### src/rtl/capture_thresh_pkg.sv
// capture_thresh_pkg: shared types and load-word field positions for the
// capture0 threshold loader.
//   state_t   loader FSM states
//   LOAD_BIT  load request bit of the register word
//   CHAN_LSB  LSB of the channel field
//   TH_LSB    LSB of the threshold field
package capture_thresh_pkg;

   typedef enum logic [2:0] {
      INIT      = 3'd0,
      IDLE      = 3'd1,
      ARM       = 3'd2,
      WAIT_SLOT = 3'd3,
      WRITE     = 3'd4,
      DONE      = 3'd5
   } state_t;

   localparam int unsigned LOAD_BIT = 31;
   localparam int unsigned CHAN_LSB = 16;
   localparam int unsigned TH_LSB   = 0;

   // States in which the loader reports itself busy.
   function automatic logic is_busy(input state_t s);
      return (s == INIT) || (s == ARM) || (s == WAIT_SLOT) || (s == WRITE);
   endfunction

endpackage

### src/rtl/thresh_table_ram.sv
// thresh_table_ram: 2**AW x DW threshold table, one write port, one read port.
// Read is registered and read-first: a same-cycle write to the read address
// returns the old contents. rd_ovr substitutes ovr_data for the read result.
//   clk, rst_n        clock, synchronous active-low reset (read register only)
//   we, waddr, wdata  write port
//   raddr             read address
//   rd_ovr, ovr_data  read override
//   rdata             registered read data
module thresh_table_ram #(
   parameter int unsigned AW = 8,
   parameter int unsigned DW = 16
) (
   input  logic          clk,
   input  logic          rst_n,
   input  logic          we,
   input  logic [AW-1:0] waddr,
   input  logic [DW-1:0] wdata,
   input  logic [AW-1:0] raddr,
   input  logic          rd_ovr,
   input  logic [DW-1:0] ovr_data,
   output logic [DW-1:0] rdata
);

   localparam int unsigned DEPTH = 1 << AW;

   logic [DW-1:0] mem [DEPTH];

   // Storage array; no reset so it maps onto distributed RAM.
   always_ff @(posedge clk) begin
      if (we) begin
         mem[waddr] <= wdata;
      end
   end

   // Read register samples the pre-write contents.
   always_ff @(posedge clk) begin
      if (!rst_n) begin
         rdata <= '0;
      end else if (rd_ovr) begin
         rdata <= ovr_data;
      end else begin
         rdata <= mem[raddr];
      end
   end

endmodule

### src/rtl/capture_thresh_loader.sv
// capture_thresh_loader: decodes threshold-load commands from the capture0
// load_thresh register word and streams per-channel trigger thresholds to the
// photon trigger comparator, committing each write in its channel's own slot.
//   user_clk, user_rst_n  clock, synchronous active-low reset
//   load_word             register word: [31] request, [16+:CH_W] channel, [0+:TH_W] threshold
//   in_valid, in_chan     channel-multiplexed capture stream
//   out_valid, out_chan   stream delayed one cycle
//   thresh_out            threshold for out_chan
//   busy                  loader occupied (INIT/ARM/WAIT_SLOT/WRITE, one cycle behind the FSM)
//   load_done             write completed, held until the request bit drops
//   timeout_err           sticky: last write was forced by the slot timeout
//   load_count            completed writes, wrapping
module capture_thresh_loader
   import capture_thresh_pkg::*;
#(
   parameter int unsigned     CH_W           = 8,
   parameter int unsigned     TH_W           = 16,
   parameter logic [TH_W-1:0] DEFAULT_THRESH = TH_W'(16'h8000),
   parameter int unsigned     TIMEOUT_CYC    = 4096
) (
   input  logic            user_clk,
   input  logic            user_rst_n,
   input  logic [31:0]     load_word,
   input  logic            in_valid,
   input  logic [CH_W-1:0] in_chan,
   output logic            out_valid,
   output logic [CH_W-1:0] out_chan,
   output logic [TH_W-1:0] thresh_out,
   output logic            busy,
   output logic            load_done,
   output logic            timeout_err,
   output logic [15:0]     load_count
);

   localparam int unsigned TO_W = $clog2(TIMEOUT_CYC + 1);

   state_t            state_q, state_d;
   logic [CH_W-1:0]   init_cnt_q, init_cnt_d;
   logic [TO_W-1:0]   to_cnt_q, to_cnt_d;
   logic              pend_q, pend_d;
   logic              bit31_q;
   logic [CH_W-1:0]   chan_q, chan_d;
   logic [TH_W-1:0]   th_q, th_d;
   logic              done_d, tout_d;
   logic [15:0]       count_d;
   logic              req_c;
   logic              ram_we_c;
   logic [CH_W-1:0]   ram_waddr_c;
   logic [TH_W-1:0]   ram_wdata_c;
   logic              unused_ok;

   // Only the request, channel and threshold fields are decoded.
   assign unused_ok = ^load_word;

   assign req_c = load_word[LOAD_BIT] & ~bit31_q;

   // Next-state and write-port logic. The table entry is committed in the
   // WAIT_SLOT cycle that matches the slot (or times out); WRITE books it.
   always_comb begin
      state_d     = state_q;
      init_cnt_d  = init_cnt_q;
      to_cnt_d    = to_cnt_q;
      pend_d      = pend_q;
      chan_d      = chan_q;
      th_d        = th_q;
      done_d      = load_done;
      tout_d      = timeout_err;
      count_d     = load_count;
      ram_we_c    = 1'b0;
      ram_waddr_c = chan_q;
      ram_wdata_c = th_q;

      case (state_q)
         INIT: begin
            ram_we_c    = 1'b1;
            ram_waddr_c = init_cnt_q;
            ram_wdata_c = DEFAULT_THRESH;
            init_cnt_d  = init_cnt_q + 1'b1;
            if (req_c) begin
               pend_d = 1'b1;
            end
            if (init_cnt_q == {CH_W{1'b1}}) begin
               state_d = IDLE;
            end
         end
         IDLE: begin
            if (req_c || pend_q) begin
               pend_d  = 1'b0;
               state_d = ARM;
            end
         end
         ARM: begin
            chan_d   = load_word[CHAN_LSB +: CH_W];
            th_d     = load_word[TH_LSB +: TH_W];
            tout_d   = 1'b0;
            to_cnt_d = '0;
            state_d  = WAIT_SLOT;
         end
         WAIT_SLOT: begin
            if (in_valid && (in_chan == chan_q)) begin
               ram_we_c = 1'b1;
               state_d  = WRITE;
            end else if (to_cnt_q == TO_W'(TIMEOUT_CYC - 1)) begin
               ram_we_c = 1'b1;
               tout_d   = 1'b1;
               state_d  = WRITE;
            end else begin
               to_cnt_d = to_cnt_q + 1'b1;
            end
         end
         WRITE: begin
            count_d = load_count + 16'd1;
            done_d  = 1'b1;
            state_d = DONE;
         end
         DONE: begin
            if (!load_word[LOAD_BIT]) begin
               done_d  = 1'b0;
               state_d = IDLE;
            end
         end
         default: begin
            state_d = INIT;
         end
      endcase
   end

   // State and registered outputs.
   always_ff @(posedge user_clk) begin
      if (!user_rst_n) begin
         state_q     <= INIT;
         init_cnt_q  <= '0;
         to_cnt_q    <= '0;
         pend_q      <= 1'b0;
         bit31_q     <= 1'b0;
         chan_q      <= '0;
         th_q        <= '0;
         busy        <= 1'b0;
         load_done   <= 1'b0;
         timeout_err <= 1'b0;
         load_count  <= '0;
         out_valid   <= 1'b0;
         out_chan    <= '0;
      end else begin
         state_q     <= state_d;
         init_cnt_q  <= init_cnt_d;
         to_cnt_q    <= to_cnt_d;
         pend_q      <= pend_d;
         bit31_q     <= load_word[LOAD_BIT];
         chan_q      <= chan_d;
         th_q        <= th_d;
         busy        <= is_busy(state_q);
         load_done   <= done_d;
         timeout_err <= tout_d;
         load_count  <= count_d;
         out_valid   <= in_valid;
         out_chan    <= in_chan;
      end
   end

   // Reset gates the write so an abandoned load never lands.
   thresh_table_ram #(
      .AW (CH_W),
      .DW (TH_W)
   ) u_table (
      .clk      (user_clk),
      .rst_n    (user_rst_n),
      .we       (ram_we_c & user_rst_n),
      .waddr    (ram_waddr_c),
      .wdata    (ram_wdata_c),
      .raddr    (in_chan),
      .rd_ovr   (state_q == INIT),
      .ovr_data (DEFAULT_THRESH),
      .rdata    (thresh_out)
   );

endmodule

### config.mk
export PLATFORM = sky130hd
export DESIGN_NAME = capture_thresh_loader
export DESIGN_NICKNAME = d
export VERILOG_FILES = /design/src/rtl/capture_thresh_pkg.sv /design/src/rtl/thresh_table_ram.sv /design/src/rtl/capture_thresh_loader.sv
export SDC_FILE = /design/constraint.sdc
export NUM_CORES = 2
export LEC_CHECK = 0
export CORE_MARGIN = 10
export CORE_UTILIZATION = 50
export DETAILED_ROUTE_END_ITERATION = 7
export GPL_TIMING_DRIVEN = 0
export PLACE_DENSITY = 0.65
export SYNTH_ARGS = -nofsm -noshare
export SYNTH_HDL_FRONTEND = slang
export SYNTH_SLANG_ARGS = --single-unit
### constraint.sdc
create_clock -name user_clk -period 8.14 [get_ports user_clk]
set_input_delay 1.221 -clock user_clk [delete_from_list [all_inputs] [get_ports user_clk]]
set_output_delay 1.221 -clock user_clk [all_outputs]
set_load 0.03 [all_outputs]
==> flow_summary_export.csv <==
group,metric,value,unit
outcome,run_status,"finished, violations left",
sta,timing_max_transition_violations_final,82,
layout,area.combinational,34500,um2
synth,number_of_flops_mapped_to_enable_cells_by_yosys,4096,
power_and_ir_drop,power.leakage,0.0652,uW
critical_path,timing.critical_path.slowest_stage_cell,"sky130_fd_sc_hd__clkbuf_1",
layout,layout.nonclk_buf_share,4.32,%
critical_path,worstSetupPathDepth,11,
sta,worst_slack,1640,ps
critical_path,worst_path_dominant_cell_family,"buffers and inverters",
synth,post_synth_ao_oa_area_fraction,1.11,%
outcome,violated_checks,"max-capacitance violations, max-slew violations",
clocking,cts_tree,"yes",
layout,area.share.combinational,18.5,%
global_routing,grt_remaining_overflow,0,
synth,postSynthSeqShare,77.8,%
sta,timing.final.setup_violations,0,
hold_path,worstHoldEndpoint,"th_q[10]$_SDFFE_PN0P_",
synth,synth.top_cells.by_count,"4096 x sky130_fd_sc_hd__edfxtp_1, 1240 x sky130_fd_sc_hd__mux4_2, 321 x sky130_fd_sc_hd__nor2_1, 185 x sky130_fd_sc_hd__nand2_1, 143 x sky130_fd_sc_hd__buf_2",
critical_path,worst-r2r-setup-slack,2730,ps
global_routing,grt_pass1_wl,655,mm
synth,synth.lib_cells_used.distinct,64,
sta,timing.final.crit_share,79.8,%
drt,vias_per_cell,6.59,
flow_run,tool_warnings,64,
sta,rsz0062_at_grt,"no",
synth,asr_flop_ratio_synth,0,%
synth,yosysChipArea,161000,um2
layout,areaGrowthSynthToFinish,16.2,%
critical_path,critical_path.cell_chain,"clkdlybuf4s50_1, buf_2, buf_2, buf_2, buf_1, clkbuf_1, mux4_2, o22ai_1, nor2_1, nand2_1, o21ai_1",
clocking,cts.root.buffer_cell,"sky130_fd_sc_hd__clkbuf_16",
placed_design,numPortBuffers,73,
layout,n_antenna_cell,16,
die,io_pins,87,
flow_run,drv.max_cap_violation_count,8,
drt,detailedRoute.firstPassIterationCount,8,
synth,mappedNetlistNets,6933,
synth,synth-adder-area-share,0.0234,%
## routing by layer
layer  track usage (%)  part of all wire (%)  vias to the layer above
met4              12.9                   6.0                       26
met3              8.65                    13                     1024
met5             0.664                  0.18                        -
met2              40.4                    45                     5807
li1                  -                     -                    31000
met1              36.8                    36                    43500
## state kept, by name, indices dropped and copies added (netlist names)
| name | count |
|---|---|
| u_table.mem | 4096 |
| load_count | 16 |
| th_q | 16 |
| u_table.rdata | 16 |
| to_cnt_q | 13 |
| chan_q | 8 |
| init_cnt_q | 8 |
| out_chan | 8 |
| state_q | 3 |
| bit31_q | 1 |
| busy | 1 |
| load_done | 1 |
| out_valid | 1 |
| pend_q | 1 |
| timeout_err | 1 |
## worst register-to-register path: cells and delay by family, from the launching register on
kind                   cells  cell delay, ps
AND-OR/OR-AND              1             930
buffers and inverters      5            2170
flip-flops                 1             300
AND/OR/NAND/NOR            3            1640
## cells by family (layout without fill, tap and decap cells)
group           count (synthesis)  count (layout)
mux                          1300            1300
xor+xnor                       33              33
other cells                     0              16
buf+inv                       384            1534
fa+ha+maj                       3               3
compound gates                270             270
simple gates                  707             707
flops                        4190            4190
## through the flow
step / util, % / TNS, ps / power (uW) / cell area [um2]
floorplan: - / 0 / 24500 / 161000
global placement: 52.0 / -6967550 / 25100 / 167000
detailed placement: 54.0 / 0 / 25100 / 173000
CTS: 58.2 / 0 / 44100 / 187000
global route: 58.2 / 0 / 45000 / 187000
finish: 58.2 / 0 / 44000 / 187000
## placed cells by master (no fill, tap or decap), types with 30 or more instances in the layout
cell type / Yosys / routed
sky130_fd_sc_hd__edfxtp_1: 4096 / 4096
sky130_fd_sc_hd__mux4_2: 1240 / 1240
sky130_fd_sc_hd__clkbuf_16: 0 / 422
sky130_fd_sc_hd__nor2_2: 0 / 256
sky130_fd_sc_hd__buf_8: 0 / 219
sky130_fd_sc_hd__clkbuf_1: 118 / 196
sky130_fd_sc_hd__nand2_1: 185 / 185
sky130_fd_sc_hd__buf_2: 143 / 149
sky130_fd_sc_hd__dfxtp_1: 94 / 94
sky130_fd_sc_hd__clkinv_1: 0 / 87
sky130_fd_sc_hd__clkinv_2: 0 / 75
sky130_fd_sc_hd__clkdlybuf4s50_1: 0 / 73
sky130_fd_sc_hd__buf_16: 0 / 73
sky130_fd_sc_hd__nor2_1: 321 / 65
sky130_fd_sc_hd__buf_4: 58 / 58
sky130_fd_sc_hd__o22ai_1: 54 / 54
sky130_fd_sc_hd__mux2i_1: 53 / 53
sky130_fd_sc_hd__o21ai_0: 44 / 44
sky130_fd_sc_hd__bufinv_16: 0 / 42
sky130_fd_sc_hd__nand3_1: 33 / 33
sky130_fd_sc_hd__and2_1: 48 / 33
sky130_fd_sc_hd__a21oi_1: 33 / 33
sky130_fd_sc_hd__buf_1: 39 / 31
sky130_fd_sc_hd__xnor2_1: 30 / 30
sky130_fd_sc_hd__a21boi_0: 30 / 30
## report_power, final
group	internal, uW	switching (uW)	total, uW
sequential	23300	6.07	23300
combinational	394	942	1340
clock	11000	8300	19300
Fig. 1: routed metal, one colour a layer
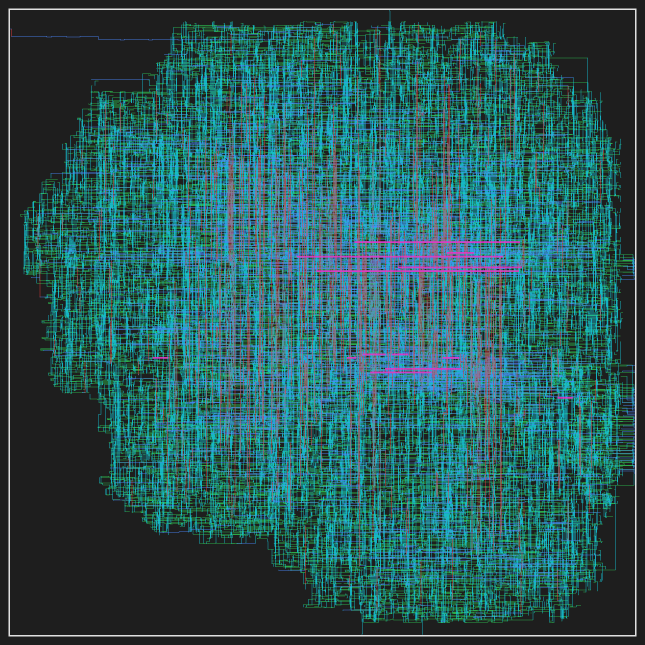
Key: M3 = blue [wire length 61.0 mm]; M5 = magenta [wire length 880 um]; M2 = cyan [wire length 214 mm]; M4 = red [wire length 28.7 mm]; M1 = green [wire length 172 mm]
final wirelength: 477 mm
number of vias in the routed layout: 81.4k
wire per inst: 38.6 um

Fig. 2: signal wires on met1
Supply wires on this layer in grey.
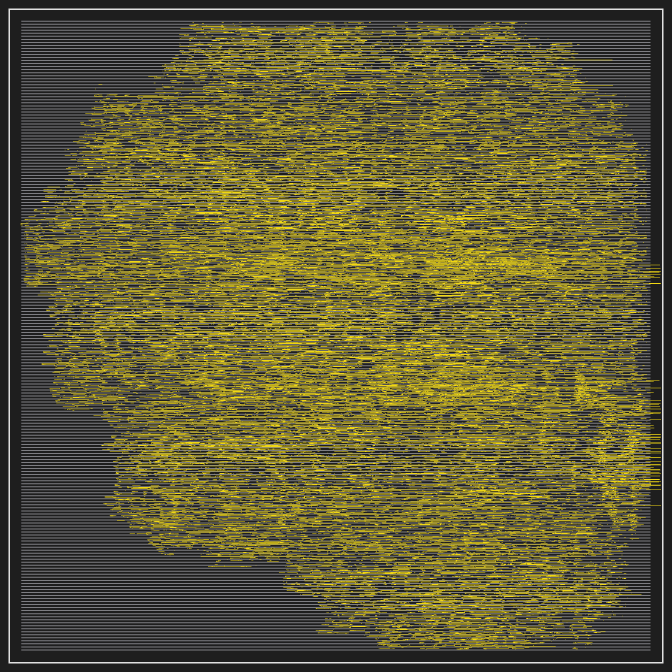
The wires run mostly horizontal. The longest straight run is 143 um. The layer carries 172 mm of wire. The layer holds 36% of the routed length.
met1 layer usage reported by global route: 36.8%

Fig. 3: cell outlines without signal wires
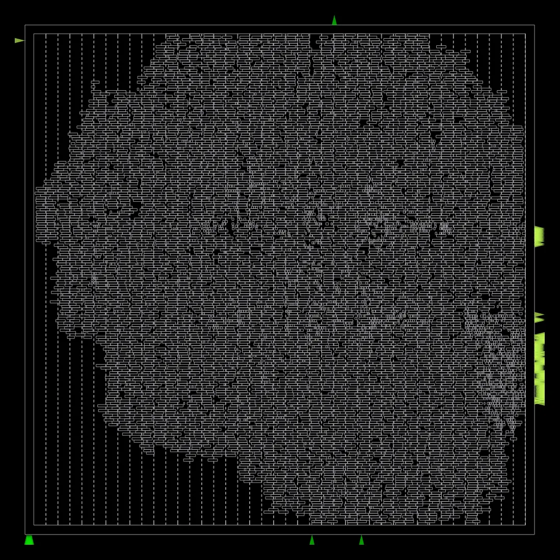
number of sequential cells: 4190
count of inserted tapcells: 4305
filler-free cell count of the finished design: 12.4k
filler cell count: 22.4k

Fig. 4: wiring heat map
29 x 29 tiles, from black (low) to pale yellow (high), scaled to the fullest tile. Values are wire area over tile area, all layers added.
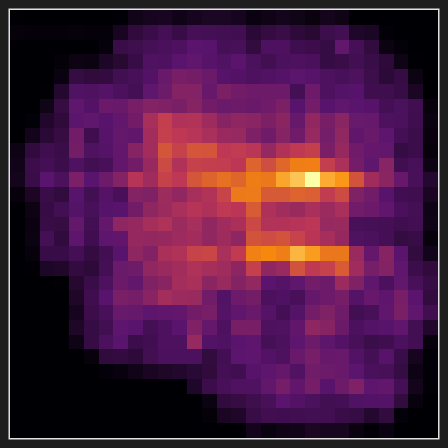
The fullest tile reaches 1.1. The emptiest ninth of the die: lower left. The mean over all tiles is 0.25. 7.7% of the tiles are over half the peak. The densest ninth of the die: centre. 20% of the tiles are nearly empty.
Total GRT Usage: 27.2%

Power and IR drop assume default switching activity.
